File: config.mk
export PLATFORM = sky130hd
export DESIGN_NAME = riscv_multicycle_control
export DESIGN_NICKNAME = d
export VERILOG_FILES = /design/src/rtl/riscv_multicycle_control.sv
export SDC_FILE = /design/constraint.sdc
export NUM_CORES = 1
export LEC_CHECK = 0
export ABC_AREA = 0
export CAP_MARGIN = 20
export CORE_AREA = 2 2 76 56
export DETAILED_ROUTE_END_ITERATION = 16
export DIE_AREA = 0 0 78 58
export DONT_BUFFER_PORTS = 1
export GPL_TIMING_DRIVEN = 0
export HOLD_SLACK_MARGIN = 0.08
export PLACE_DENSITY = 0.49
export SYNTH_ARGS = -nofsm -noshare
export SYNTH_HDL_FRONTEND = slang
export SYNTH_SLANG_ARGS = --single-unit
File: constraint.sdc
create_clock -name clk -period 2.7 [get_ports clk]
set_clock_uncertainty 0.15 [all_clocks]
set_input_delay 0.405 -clock clk [delete_from_list [all_inputs] [get_ports clk]]
set_output_delay 0.405 -clock clk [all_outputs]
set_load 0.03 [all_outputs]
File: src/rtl/riscv_multicycle_control.sv
// riscv_multicycle_control: main control FSM for the multi-cycle RV32I core.
// Sequences fetch/decode/execute/memory/write-back and drives the datapath.
// Ports:
//   clk, reset             - core clock, synchronous active-high reset
//   opcode, func3          - instruction fields from IR (valid from DECODE on)
//   alu_zero, mem_ready    - ALU zero flag, memory completion strobe
//   mem_req/mem_we/mem_addr_sel - unified memory request handshake
//   ir_we, pc_we, pc_src   - IR/PC load controls
//   alu_src_a/alu_src_b/ALUOp/alu_func7_en - ALU operand and op selection
//   reg_we, wb_sel         - register file write-back control
//   illegal                - sticky illegal-instruction flag
module riscv_multicycle_control (
    input  logic       clk,
    input  logic       reset,
    input  logic [6:0] opcode,
    input  logic [2:0] func3,
    input  logic       alu_zero,
    input  logic       mem_ready,
    output logic       mem_req,
    output logic       mem_we,
    output logic       mem_addr_sel,
    output logic       ir_we,
    output logic       pc_we,
    output logic       pc_src,
    output logic [1:0] alu_src_a,
    output logic [1:0] alu_src_b,
    output logic [1:0] ALUOp,
    output logic       alu_func7_en,
    output logic       reg_we,
    output logic [1:0] wb_sel,
    output logic       illegal
);

    typedef enum logic [3:0] {
        S_FETCH    = 4'd0,
        S_DECODE   = 4'd1,
        S_EXEC_R   = 4'd2,
        S_EXEC_I   = 4'd3,
        S_ALU_WB   = 4'd4,
        S_MEM_ADDR = 4'd5,
        S_MEM_RD   = 4'd6,
        S_MEM_WB   = 4'd7,
        S_MEM_WR   = 4'd8,
        S_BRANCH   = 4'd9,
        S_JAL      = 4'd10,
        S_LUI      = 4'd11,
        S_TRAP     = 4'd12
    } state_e;

    // Moore (state-only) outputs, kept in a register alongside the state
    typedef struct packed {
        logic       mem_req;
        logic       mem_we;
        logic       mem_addr_sel;
        logic       pc_src;
        logic [1:0] alu_src_a;
        logic [1:0] alu_src_b;
        logic [1:0] alu_op;
        logic       alu_func7_en;
        logic       reg_we;
        logic [1:0] wb_sel;
        logic       illegal;
    } moore_t;

    localparam logic [6:0] OP_R      = 7'b0110011;
    localparam logic [6:0] OP_I      = 7'b0010011;
    localparam logic [6:0] OP_LOAD   = 7'b0000011;
    localparam logic [6:0] OP_STORE  = 7'b0100011;
    localparam logic [6:0] OP_BRANCH = 7'b1100011;
    localparam logic [6:0] OP_JAL    = 7'b1101111;
    localparam logic [6:0] OP_LUI    = 7'b0110111;

    state_e state_q, state_d;
    moore_t moore_q, moore_d;

    // Output decode for a given state; func3 only matters for EXEC_I
    function automatic moore_t decode_outputs(input state_e s, input logic [2:0] f3);
        moore_t o;
        o = '0;
        case (s)
            S_FETCH: begin
                o.mem_req   = 1'b1;
                o.alu_src_b = 2'd2;
                o.alu_op    = 2'b10;
            end
            S_DECODE: begin
                o.alu_src_a = 2'd2;
                o.alu_src_b = 2'd1;
                o.alu_op    = 2'b10;
            end
            S_EXEC_R: begin
                o.alu_src_a    = 2'd1;
                o.alu_func7_en = 1'b1;
            end
            S_EXEC_I: begin
                o.alu_src_a    = 2'd1;
                o.alu_src_b    = 2'd1;
                // only SRLI/SRAI carry a meaningful func7 bit
                o.alu_func7_en = (f3 == 3'b101);
            end
            S_ALU_WB: begin
                o.reg_we = 1'b1;
            end
            S_MEM_ADDR: begin
                o.alu_src_a = 2'd1;
                o.alu_src_b = 2'd1;
                o.alu_op    = 2'b10;
            end
            S_MEM_RD: begin
                o.mem_req      = 1'b1;
                o.mem_addr_sel = 1'b1;
            end
            S_MEM_WB: begin
                o.reg_we = 1'b1;
                o.wb_sel = 2'd1;
            end
            S_MEM_WR: begin
                o.mem_req      = 1'b1;
                o.mem_we       = 1'b1;
                o.mem_addr_sel = 1'b1;
            end
            S_BRANCH: begin
                o.alu_src_a = 2'd1;
                o.alu_op    = 2'b01;
                o.pc_src    = 1'b1;
            end
            S_JAL: begin
                o.reg_we = 1'b1;
                o.wb_sel = 2'd2;
                o.pc_src = 1'b1;
            end
            S_LUI: begin
                o.reg_we = 1'b1;
                o.wb_sel = 2'd3;
            end
            S_TRAP: begin
                o.illegal = 1'b1;
            end
            default: begin
                o = '0;
            end
        endcase
        return o;
    endfunction

    // Next-state logic
    always_comb begin
        state_d = state_q;
        case (state_q)
            S_FETCH: begin
                if (mem_ready) state_d = S_DECODE;
            end
            S_DECODE: begin
                case (opcode)
                    OP_R:               state_d = S_EXEC_R;
                    OP_I:               state_d = S_EXEC_I;
                    OP_LOAD, OP_STORE:  state_d = S_MEM_ADDR;
                    OP_BRANCH:          state_d = (func3[2:1] == 2'b00) ? S_BRANCH : S_TRAP;
                    OP_JAL:             state_d = S_JAL;
                    OP_LUI:             state_d = S_LUI;
                    default:            state_d = S_TRAP;
                endcase
            end
            S_EXEC_R, S_EXEC_I: state_d = S_ALU_WB;
            S_MEM_ADDR:         state_d = opcode[5] ? S_MEM_WR : S_MEM_RD;
            S_MEM_RD: begin
                if (mem_ready) state_d = S_MEM_WB;
            end
            S_MEM_WR: begin
                if (mem_ready) state_d = S_FETCH;
            end
            S_ALU_WB, S_MEM_WB, S_BRANCH, S_JAL, S_LUI: state_d = S_FETCH;
            S_TRAP:             state_d = S_TRAP;
            default:            state_d = S_TRAP;
        endcase
    end

    // Preload FETCH outputs under reset so the first cycle after release already requests
    always_comb begin
        moore_d = decode_outputs(reset ? S_FETCH : state_d, func3);
    end

    // State and registered Moore outputs
    always_ff @(posedge clk) begin
        if (reset) begin
            state_q <= S_FETCH;
        end else begin
            state_q <= state_d;
        end
        moore_q <= moore_d;
    end

    // Reset forces every output low in the same cycle, abandoning any request
    assign mem_req      = moore_q.mem_req      & ~reset;
    assign mem_we       = moore_q.mem_we       & ~reset;
    assign mem_addr_sel = moore_q.mem_addr_sel & ~reset;
    assign pc_src       = moore_q.pc_src       & ~reset;
    assign alu_src_a    = moore_q.alu_src_a    & {2{~reset}};
    assign alu_src_b    = moore_q.alu_src_b    & {2{~reset}};
    assign ALUOp        = moore_q.alu_op       & {2{~reset}};
    assign alu_func7_en = moore_q.alu_func7_en & ~reset;
    assign reg_we       = moore_q.reg_we       & ~reset;
    assign wb_sel       = moore_q.wb_sel       & {2{~reset}};
    assign illegal      = moore_q.illegal      & ~reset;

    // Handshake/condition-dependent strobes
    assign ir_we = ~reset & (state_q == S_FETCH) & mem_ready;
    assign pc_we = ~reset & (((state_q == S_FETCH) & mem_ready)
                           | ((state_q == S_BRANCH) & (alu_zero ^ func3[0]))
                           | (state_q == S_JAL));

endmodule
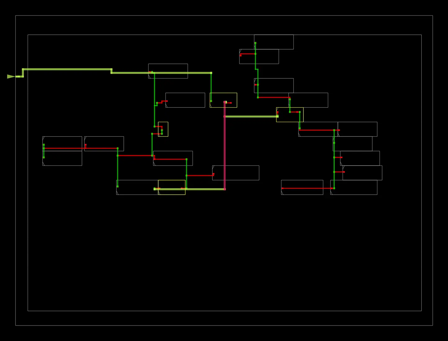
**Above:** clock nets.
clk sink count: 19
seq_cells: 19
clock buffers: 3
CTS Buf Count: 3
Clock Latency Late Sink: 260 ps

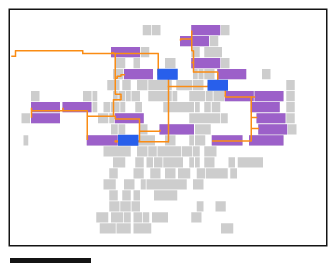
**Above:** routed clock nets over the placement.
Scale bar: 20 microns.
[blue] cells driving clock nets | count: 3
[purple] flip-flops | count: 19
[orange] clock wires | length: 218 microns
routed clock nets: 4

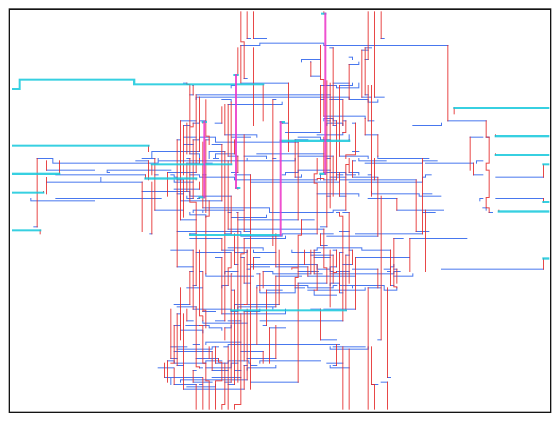
**Above:** metal layers overlaid.
| colour | layer | wire length |
|---|---|---|
| red | met2 | 1250 microns |
| cyan | met3 | 172 microns |
| blue | met1 | 1160 microns |
| magenta | met4 | 66.6 microns |

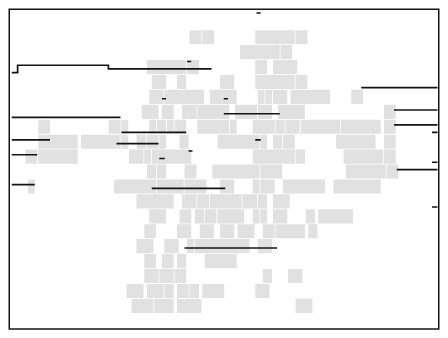
**Above:** M3 wires.
Cells faint in the background.
share of all routed wire: 6.5%
wire length on this layer: 172 microns

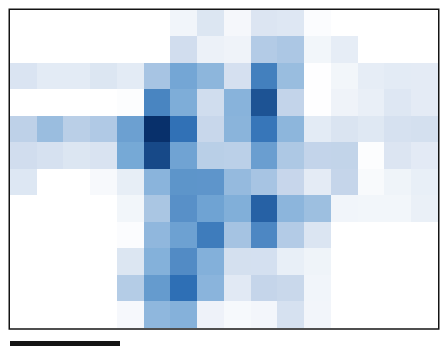
**Above:** wire density map.
Scale bar: 20 microns. 16 x 12 tiles, from white (low) to dark blue (high), scaled to the fullest tile. Values are wire area over tile area, all layers added.
nearly empty tiles: 35%
fullest tile: 0.49
densest ninth of the die: middle
mean over tiles: 0.095
tiles over half the peak: 12%

==> run_results.csv <==
group,metric,value,unit
drt,viasPerCell,4.995,
placement,place_congestion,0.8212,
critical_path,critPathCapture,"pc_we",
grt,use_met1,0.1524,
grt,busiest_layer,"met2",
logic_synthesis,area_leaders,"dfxtp_1 (34%), nor2b_1 (11%), a21oi_1 (2.7%)",
logic_synthesis,top_area_frac,0.3435,
final_timing,setup_viol,2,
outcome,status,"complete, but fails checks",
outcome,violations,"setup timing",
worst_hold_path,hold_class,"primary input to register",
logic_synthesis,async_flop_share,0,
final_layout,comb_cells,95,
drt,met1Wirelength,1164,microns
drt,vias,929,
power,powerComb,0.178,mW
clock_network,holdBufCountCts,0,
power,switching_power,0.2038,mW
flow_run,cap_violations,0,
logic_synthesis,yosys.cell_types.count,47,
final_layout,fin_cells,186,
logic_synthesis,floorplan.nets,136,
logic_synthesis,flop_cell,"dfxtp_1",
placement,dp.cells,174,
critical_path,crit_slowest_cell,"or4b_4",
logic_synthesis,yosys_area,1107,sq um
critical_path,slowest_delay,580,ps
drt,totalWireLength,2656,microns
clock_network,clk_path_buf_depth,2,
final_layout,nNonClkBuffers,14,
final_timing,rsz0062_at_grt,"true",
power,p_total,0.6813,mW
final_timing,whs,189.0,ps
final_timing,setup_slack,-91.77,ps
final_layout,fillerInstances,407,
final_layout,regMostFlops,"moore_q",
logic_synthesis,synthSimpleGateAreaFrac,0.3661,
critical_path,path_cells,"or4b_4 -> a2111oi_4 -> nor3_4 -> a21oi_4 -> nor4_4 -> a31o_4",
final_layout,regArea,390.4,sq um
final_layout,reg_top3,"moore_q x15, state_q x4",
die,n_tap_cell,52,
clock_network,cts_root_buf,"clkbuf_8",
placement,dp.final_hpwl,1902,microns
logic_synthesis,synthMuxAreaShare,0,
final_timing,finalClockPeriodUsage,1.034,
final_timing,hold_viol,0,
No activity file was given, so power comes from the tool's default toggle rates.
